===== config.mk =====
export PLATFORM = sky130hd
export DESIGN_NAME = serial_full_subtractor
export DESIGN_NICKNAME = d
export VERILOG_FILES = /design/src/rtl/serial_full_subtractor.sv
export SDC_FILE = /design/constraint.sdc
export NUM_CORES = 1
export LEC_CHECK = 0
export ABC_AREA = 1
export CAP_MARGIN = 5
export CORE_MARGIN = 8
export CORE_UTILIZATION = 44
export DETAILED_ROUTE_END_ITERATION = 8
export GPL_TIMING_DRIVEN = 0
export PLACE_DENSITY_LB_ADDON = 0.25
export SYNTH_ARGS = -nofsm -noshare
export SYNTH_HDL_FRONTEND = slang
export SYNTH_SLANG_ARGS = --single-unit

===== constraint.sdc =====
create_clock -name clk -period 1 [get_ports clk]
set_input_delay 0.15 -clock clk [delete_from_list [all_inputs] [get_ports clk]]
set_output_delay 0.15 -clock clk [all_outputs]
set_load 0.02 [all_outputs]

===== src/rtl/serial_full_subtractor.sv =====
// Bit-serial subtractor: diff = a - b - borrow_in, LSB first, one bit per clock
// through a single full-subtractor cell with a registered borrow.
//
// state | meaning
// ------+------------------------------------------------------------
// IDLE  | waiting for start; diff/borrow_out hold the last result
// SHIFT | processing one bit per edge; done pulses on the last bit
module serial_full_subtractor #(
    parameter int WIDTH = 8
) (
    input  logic             clk,
    input  logic             rst_n,
    input  logic             start,
    input  logic [WIDTH-1:0] a,
    input  logic [WIDTH-1:0] b,
    input  logic             borrow_in,
    output logic             busy,
    output logic             done,
    output logic [WIDTH-1:0] diff,
    output logic             borrow_out
);

    localparam int CW = $clog2(WIDTH) + 1;
    localparam logic [CW-1:0] LAST_BIT = CW'(WIDTH - 1);

    typedef enum logic {
        IDLE  = 1'b0,
        SHIFT = 1'b1
    } state_t;

    state_t           r_state;
    logic [WIDTH-1:0] r_a;
    logic [WIDTH-1:0] r_b;
    logic             r_borrow;
    logic [CW-1:0]    r_cnt;
    logic             r_busy;
    logic             r_done;
    logic [WIDTH-1:0] r_diff;
    logic             r_borrow_out;

    logic w_x;
    logic w_y;
    logic w_d;
    logic w_bo;
    logic w_last;

    // Single full-subtractor cell fed from the shift-register LSBs.
    assign w_x    = r_a[0];
    assign w_y    = r_b[0];
    assign w_d    = w_x ^ w_y ^ r_borrow;
    assign w_bo   = (~w_x & w_y) | (~(w_x ^ w_y) & r_borrow);
    assign w_last = (r_cnt == LAST_BIT);

    always_ff @(posedge clk or negedge rst_n) begin
        if (!rst_n) begin
            r_state      <= IDLE;
            r_a          <= '0;
            r_b          <= '0;
            r_borrow     <= 1'b0;
            r_cnt        <= '0;
            r_busy       <= 1'b0;
            r_done       <= 1'b0;
            r_diff       <= '0;
            r_borrow_out <= 1'b0;
        end else begin
            r_done <= 1'b0;
            case (r_state)
                IDLE: begin
                    if (start) begin
                        r_a      <= a;
                        r_b      <= b;
                        r_borrow <= borrow_in;
                        r_cnt    <= '0;
                        r_busy   <= 1'b1;
                        r_state  <= SHIFT;
                    end
                end
                SHIFT: begin
                    r_a      <= r_a >> 1;
                    r_b      <= r_b >> 1;
                    // New bit enters at the MSB so the result is LSB-aligned after WIDTH shifts.
                    r_diff   <= {w_d, r_diff[WIDTH-1:1]};
                    r_borrow <= w_bo;
                    r_cnt    <= r_cnt + 1'b1;
                    if (w_last) begin
                        r_borrow_out <= w_bo;
                        r_done       <= 1'b1;
                        r_busy       <= 1'b0;
                        r_state      <= IDLE;
                    end
                end
                default: begin
                    r_busy  <= 1'b0;
                    r_state <= IDLE;
                end
            endcase
        end
    end

    assign busy       = r_busy;
    assign done       = r_done;
    assign diff       = r_diff;
    assign borrow_out = r_borrow_out;

endmodule


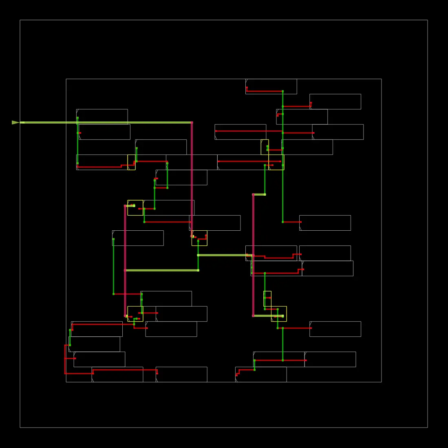
**Above:** run 1 (the clock network).
CTS sink count: 33
number of clock buffer instances in the layout: 8
power attributed to the clock group: 0.000705 W
clock latency on the worst-skew pair: 330 ps
largest clock skew in the final design: 5.53 ps

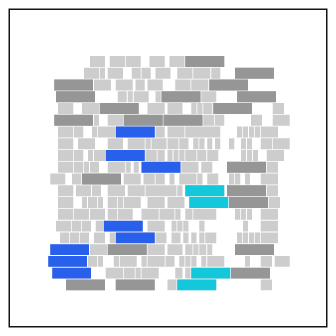
**Above:** run 1 (sequential cells grouped by signal name).
Other sequential cells in the stronger gray, the rest of the logic in the fainter gray.
| color | netlist name | flops |
|---|---|---|
| cyan | r_cnt | 4 |
| blue | r_b | 8 |

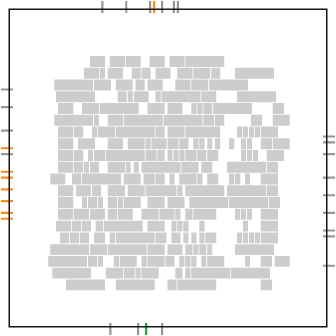
**Above:** run 1 (I/O pins on the die edge).
Pins as bars across the die edge, other pins in gray.
| color | port | pins | direction | edge |
|---|---|---|---|---|
| green | borrow_out | 1 | output | bottom |
| orange | b | 8 | input | 7 left, 1 top |

==> Changelog: implementation, run 1 <==
### Implementation results

* Rows at 20
* Distinct lib cells used at 14
* Die width at 73.1 um
* Run status: finished with violations
* FF-to-FF path depth at 4
* Total number of warnings across the stage logs at 29
* Antenna violations before repair at 0
* Met3 layer wire length in the routed design at 180 um
* Post-cts sizing count at 109
* Final setup violation count at 36
* Floorplan-stage core utilization at 46.7%
* Share of the synthesized netlist area taken by xor and xnor gates at 0%
* CTS H-tree lvls at 2
* Crit path max-delay family: adder cells
* Combinational share of cell area at 33.0%
* Detailed-route via count at 1,313
* Number of buffers created by CTS at 5
* Post-DP HPWL at 2170 um
* Critical path launch point: r_borrow$_DFFE_PN0P_
* Register area at 826 sq um
* Clock-pin slew reported for the worst setup and hold paths after clock tree synthesis at 100 ps
* Required @ worst endpoint at 1280 ps
* Global routing met2 resource utilization at 25.2%
* Critical path buffer and inverter count at 1
* Setup slack after layout at -126 ps
* Netlist area before placement at 1440 sq um
* Number of diodes added for antenna fixing at 0
* Share of layout cells above drive strength 1 at 48.9%
* F_max at 888 MHz
* Worst vdd ir at 1.62 mV
* Remaining antenna violation count at 0
* Crit-path cells: inv_2, fa_2, nand2_1, nand2_1
* Capture instance of the worst register-to-register path: diff[7]$_DFFE_PN0P_
* Pwr Density at 2890 nW/um^2
* Post-Synthesis Mean Instance Area at 8.50 sq um
* Area used by multi-input combinational logic at 759 sq um
* R2R setup slack at -130 ps
* Synth Instances at 169
* Violated checks: setup timing
* Final Instance Area at 2300 sq um
* Clock tree from TritonCTS: built
* Reported net switching power at 0.00271 W
* Commonest cells after routing, fill and taps aside: nand2_1, dfrtp_1, nand2_2
* IO buf count at 30
* Hold slack at 320 ps
* Worst-path maximum fanout at 2
* Area growth from synthesis to layout at 60.5%
* DRC violations left at 0
* RSZ-0062 raised after global routing: true
* Crit path capture: diff[7]$_DFFE_PN0P_
* Adder and majority cell fraction of the synthesized area at 2.26%
* Dominant kind of cell by area: registers
* Most used cell, CP: nand2_1
* Final number of hold-violating endpoints at 0
* Relative contribution of combinational cells to total power at 54.1%
* Sum of met2 wire segment lengths after detailed routing at 1850 um
==> run 1: flip-flops by register name, summed over array words and instances (netlist names) <==
register,cells
r_b,8
r_borrow,1
diff,8
done,1
r_a,8
busy,1
r_state,1
borrow_out,1
r_cnt,4
==> run 1: Yosys cell counts <==
library cell,instances,area share (%)
o21ai_0,1,0.35
buf_6,4,3.1
nor2_4,2,1.6
a21oi_1,1,0.35
inv_1,8,2.1
nand3_1,18,6.3
buf_2,1,0.35
dfrtp_1,33,57
nand2_1,91,24
inv_2,3,0.78
fa_1,1,1.4
nor2_1,4,1.0
buf_4,1,0.52
ha_1,1,0.87
==> run 1: worst register-to-register path: stages (launching register included) <==
cell,delay [ps]
dfrtp_1,370
inv_2,50
fa_2,550
nand2_1,40
nand2_1,60
==> inputs of run 2 (changes only) <==
Settings changed: SETUP_SLACK_MARGIN set to 0.5.
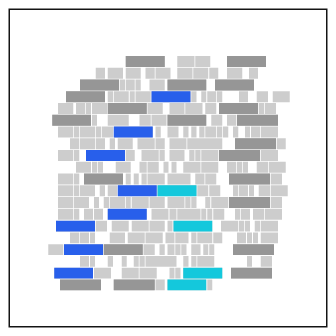
**Above:** run 2 (sequential cells grouped by signal name).
Other sequential cells in the stronger gray, the rest of the logic in the fainter gray.
| color | netlist name | flops |
|---|---|---|
| blue | r_b | 8 |
| cyan | r_cnt | 4 |
not colored: 21

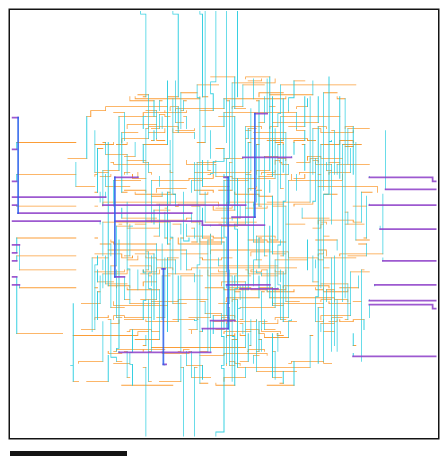
**Above:** run 2 (wiring by layer).
The bar under the picture is 20 um long.
| color | layer | wire length |
|---|---|---|
| orange | met1 | 1,480 um |
| blue | met4 | 93.2 um |
| cyan | met2 | 2,090 um |
| purple | met3 | 276 um |

==> Changelog: implementation, run 2 <==
### Implementation results

* Post-Synthesis Mean Instance Area at 8.50 sq um (unchanged)
* Netlist area before placement at 1440 sq um (unchanged)
* Largest clock skew in the final design at 7.32 ps (+1.79 ps)
* Floorplan-stage core utilization at 46.7% (unchanged)
* Worst vdd ir at 1.54 mV (-5.3%)
* Rows at 20 (unchanged)
* Final number of hold-violating endpoints at 33 (+33)
* Clock latency on the worst-skew pair at 330 ps (about the same)
* CTS H-tree lvls at 2 (unchanged)
* Most area-hungry cell type in the Yosys netlist: dfrtp_1
* F_max at 899 MHz (+1.2%)
* Share of the synthesized netlist area taken by xor and xnor gates at 0% (unchanged)
* Global routing met2 resource utilization at 25.1% (-0.099 points)
* Relative contribution of combinational cells to total power at 55.3% (+1.2 points)
* Share of Yosys cell area claimed by the top area cell type at 57.5% (unchanged)
* Required @ worst endpoint at 1230 ps (-50 ps)
* Final setup violation count at 43 (+19%)
* Remaining antenna violation count at 0 (unchanged)
* Top cells by area in the synthesized netlist: dfrtp_1, nand2_1, nand3_1
* Commonest cells after routing, fill and taps aside: nand2_1, nand2_2, dfrtp_1
* RSZ-0062 raised after global routing: true
* Clock tree from TritonCTS: built
* Met1 track utilization from global routing at 13.8%
* Worst min path class: input pin to async pin
* Pwr Density at 3040 nW/um^2 (+5.3%)
* Reported net switching power at 0.00283 W (+4.2%)
* Most used cell, CP: nand2_1
* Post-cts sizing count at 111 (+1.8%)
* Number of buffers created by CTS at 5 (unchanged)
* Final Instance Area at 2310 sq um (+0.22%)
* Violated checks: hold timing, setup timing
* Most frequent cells after synthesis: nand2_1, dfrtp_1, nand3_1
* Post-synth tally of flip-flops with integrated enable at 0 (unchanged)
* Sum of met2 wire segment lengths after detailed routing at 2090 um (+13%)
* GR Layer Usage met3 at 5.91%
* Main flop type: dfrtp_1
* IO buf count at 30 (unchanged)
* Power attributed to the clock group at 0.000767 W (+8.8%)
* Area of the placeable core at 3080 sq um
* Setup slack after layout at -112 ps (+13.8 ps)
* Die width at 73.1 um (unchanged)
* CTS sink count at 33 (unchanged)
* Comb area leader: simple AND/OR/NAND/NOR gates
* Clock-pin slew reported for the worst setup and hold paths after clock tree synthesis at 100 ps (about the same)
* Detailed-route via count at 1,310 (-0.23%)
* Synth Instances at 169 (unchanged)
* DRC violations left at 0 (unchanged)
* Run status: finished with violations
* Comb group at 0.00389 W
* P_leak at 1.24 nW
* Hold slack at -211 ps (-530 ps)
* Asr flop ratio synth at 100% (unchanged)
* Share of layout cells above drive strength 1 at 52.4% (+3.5 points)
* Worst-path maximum fanout at 2 (unchanged)
* Antenna violations before repair at 0 (unchanged)
* Post-DP HPWL at 2180 um (+0.24%)
* Total number of warnings across the stage logs at 31 (+6.9%)
* R2R setup slack at -110 ps (about the same)
* Internal power consumption at 0.00420 W
* Most popular library cell in the synthesized design by count: nand2_1
* Area growth from synthesis to layout at 60.8%
* Critical path buffer and inverter count at 1 (unchanged)
* Crit-path cells: inv_2, fa_2, nand2_1, nand2_1
[run 2: cell type report]
class,count,area [sq um]
repair inverters,1,6.26
well taps,44,55.1
fillers,221,768
inverters,11,48.8
plain buffers,6,61.3
flip-flops and latches,33,837
multi-input cells,119,716
repair buffers,53,527
clock buffers,8,58.8
[run 2: worst paths after layout]
check,cells past startpoint,endpoint,start
worst max-delay path,4,diff[7]$_DFFE_PN0P_,r_b[0]$_DFFE_PN0P_
worst min-delay path,1,diff[0]$_DFFE_PN0P_,rst_n
min in group clk,3,r_a[7]$_DFFE_PN0P_,a[7]
worst max register to register,4,diff[7]$_DFFE_PN0P_,r_b[0]$_DFFE_PN0P_
max in group asynchronous,1,borrow_out$_DFFE_PN0P_,rst_n
worst min register to register,2,borrow_out$_DFFE_PN0P_,borrow_out$_DFFE_PN0P_
==> inputs of run 3 (changes only) <==
Settings changed: ABC_AREA 1 to unset.
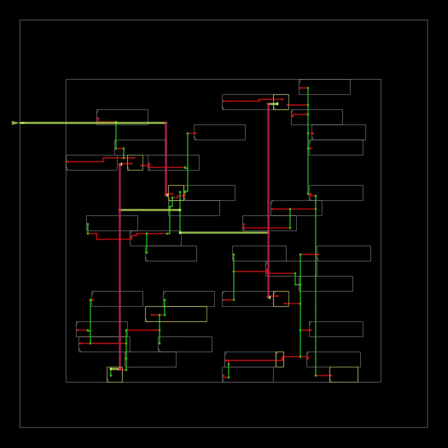
**Above:** run 3 (the clock network).
number of flip-flops and latches: 33
largest clock skew in the final design: 17.4 ps
power attributed to the clock group: 0.00106 W
clock latency on the worst-skew pair: 350 ps

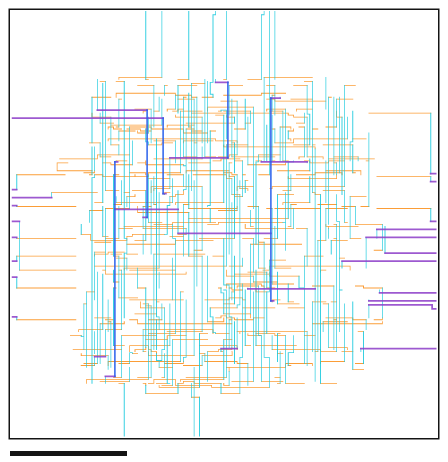
**Above:** run 3 (wiring by layer).
The bar under the picture is 20 um long.
| color | layer | wire length |
|---|---|---|
| orange | met1 | 1,540 um |
| cyan | met2 | 2,140 um |
| blue | met4 | 116 um |
| purple | met3 | 209 um |

==> Changelog: implementation, run 3 <==
### Implementation results

* FF-to-FF path depth at 3 (-1)
* Met1 track utilization from global routing at 15.3% (+1.6 points)
* Top cells by area in the synthesized netlist: dfrtp_1, mux2i_1, mux2_2
* Most area-hungry cell type in the Yosys netlist: dfrtp_1
* Clock tree from TritonCTS: built
* Violated checks: hold timing, setup timing
* CTS H-tree lvls at 2 (unchanged)
* Number of buffers created by CTS at 5 (unchanged)
* Capture instance of the worst register-to-register path: diff[7]$_DFFE_PN0P_
* Relative contribution of combinational cells to total power at 55.3% (about the same)
* Setup slack after layout at -247 ps (-135 ps)
* Post-cts sizing count at 111 (unchanged)
* RSZ-0062 raised after global routing: true
* Pwr Density at 3300 nW/um^2 (+8.4%)
* Critical path launch point: r_borrow$_DFFE_PN0P_
* Die width at 73.2 um (+0.14%)
* Post-synth tally of flip-flops with integrated enable at 0 (unchanged)
* Final Instance Area at 2420 sq um (+4.8%)
* Critical path buffer and inverter count at 1 (unchanged)
* Clock-pin slew reported for the worst setup and hold paths after clock tree synthesis at 110 ps (about the same)
* IO buf count at 30 (unchanged)
* Main flop type: dfrtp_1
* Hold slack at -246 ps (-35.6 ps)
* Worst vdd ir at 1.74 mV (+13%)
* Most frequent cells after synthesis: dfrtp_1, mux2i_1, nand2_1
* R2R setup slack at -250 ps (-140 ps)
* Antenna violations before repair at 0 (unchanged)
* Run status: finished with violations
* Commonest cells after routing, fill and taps aside: dfrtp_1, buf_6, mux2i_1
* Final setup violation count at 40 (-7.0%)
* Reported net switching power at 0.00284 W (+0.45%)
* Share of Yosys cell area claimed by the top area cell type at 57.3% (-0.20 points)
* Post-DP HPWL at 2090 um (-4.0%)
* GR Layer Usage met3 at 4.12% (-1.8 points)
* Total number of warnings across the stage logs at 31 (unchanged)
* Share of the synthesized netlist area taken by xor and xnor gates at 1.22% (+1.2 points)
* Netlist area before placement at 1440 sq um (+0.35%)
* Final number of hold-violating endpoints at 33 (unchanged)
[run 3: cell types whose count changed in the layout (fill, tap and decap cells not counted), moves of 3 or more]
| cell | change |
|---|---|
| nand2_2 | -22 |
| nand2_1 | -58 |
| inv_2 | -5 |
| buf_6 | -4 |
| buf_4 | -3 |
| nand3_2 | -16 |
| mux2_4 | +8 |
| mux2i_1 | +18 |
| o21ai_2 | +11 |
| o21ai_1 | +4 |
| nand2_4 | +5 |
[run 3: area by class of cell]
| type | count | area (sq um) |
|---|---|---|
| fill | 197 | 657 |
| timing repair buffer | 52 | 571 |
| tap | 44 | 55.1 |
| sequential | 33 | 838 |
| multi-input combinational | 77 | 762 |
| inverter | 3 | 11.3 |
| clock buffer | 7 | 55.1 |
| buffer | 7 | 98.8 |
| clock inverter | 1 | 30.0 |
No activity file was given, so power comes from the tool's default toggle rates.
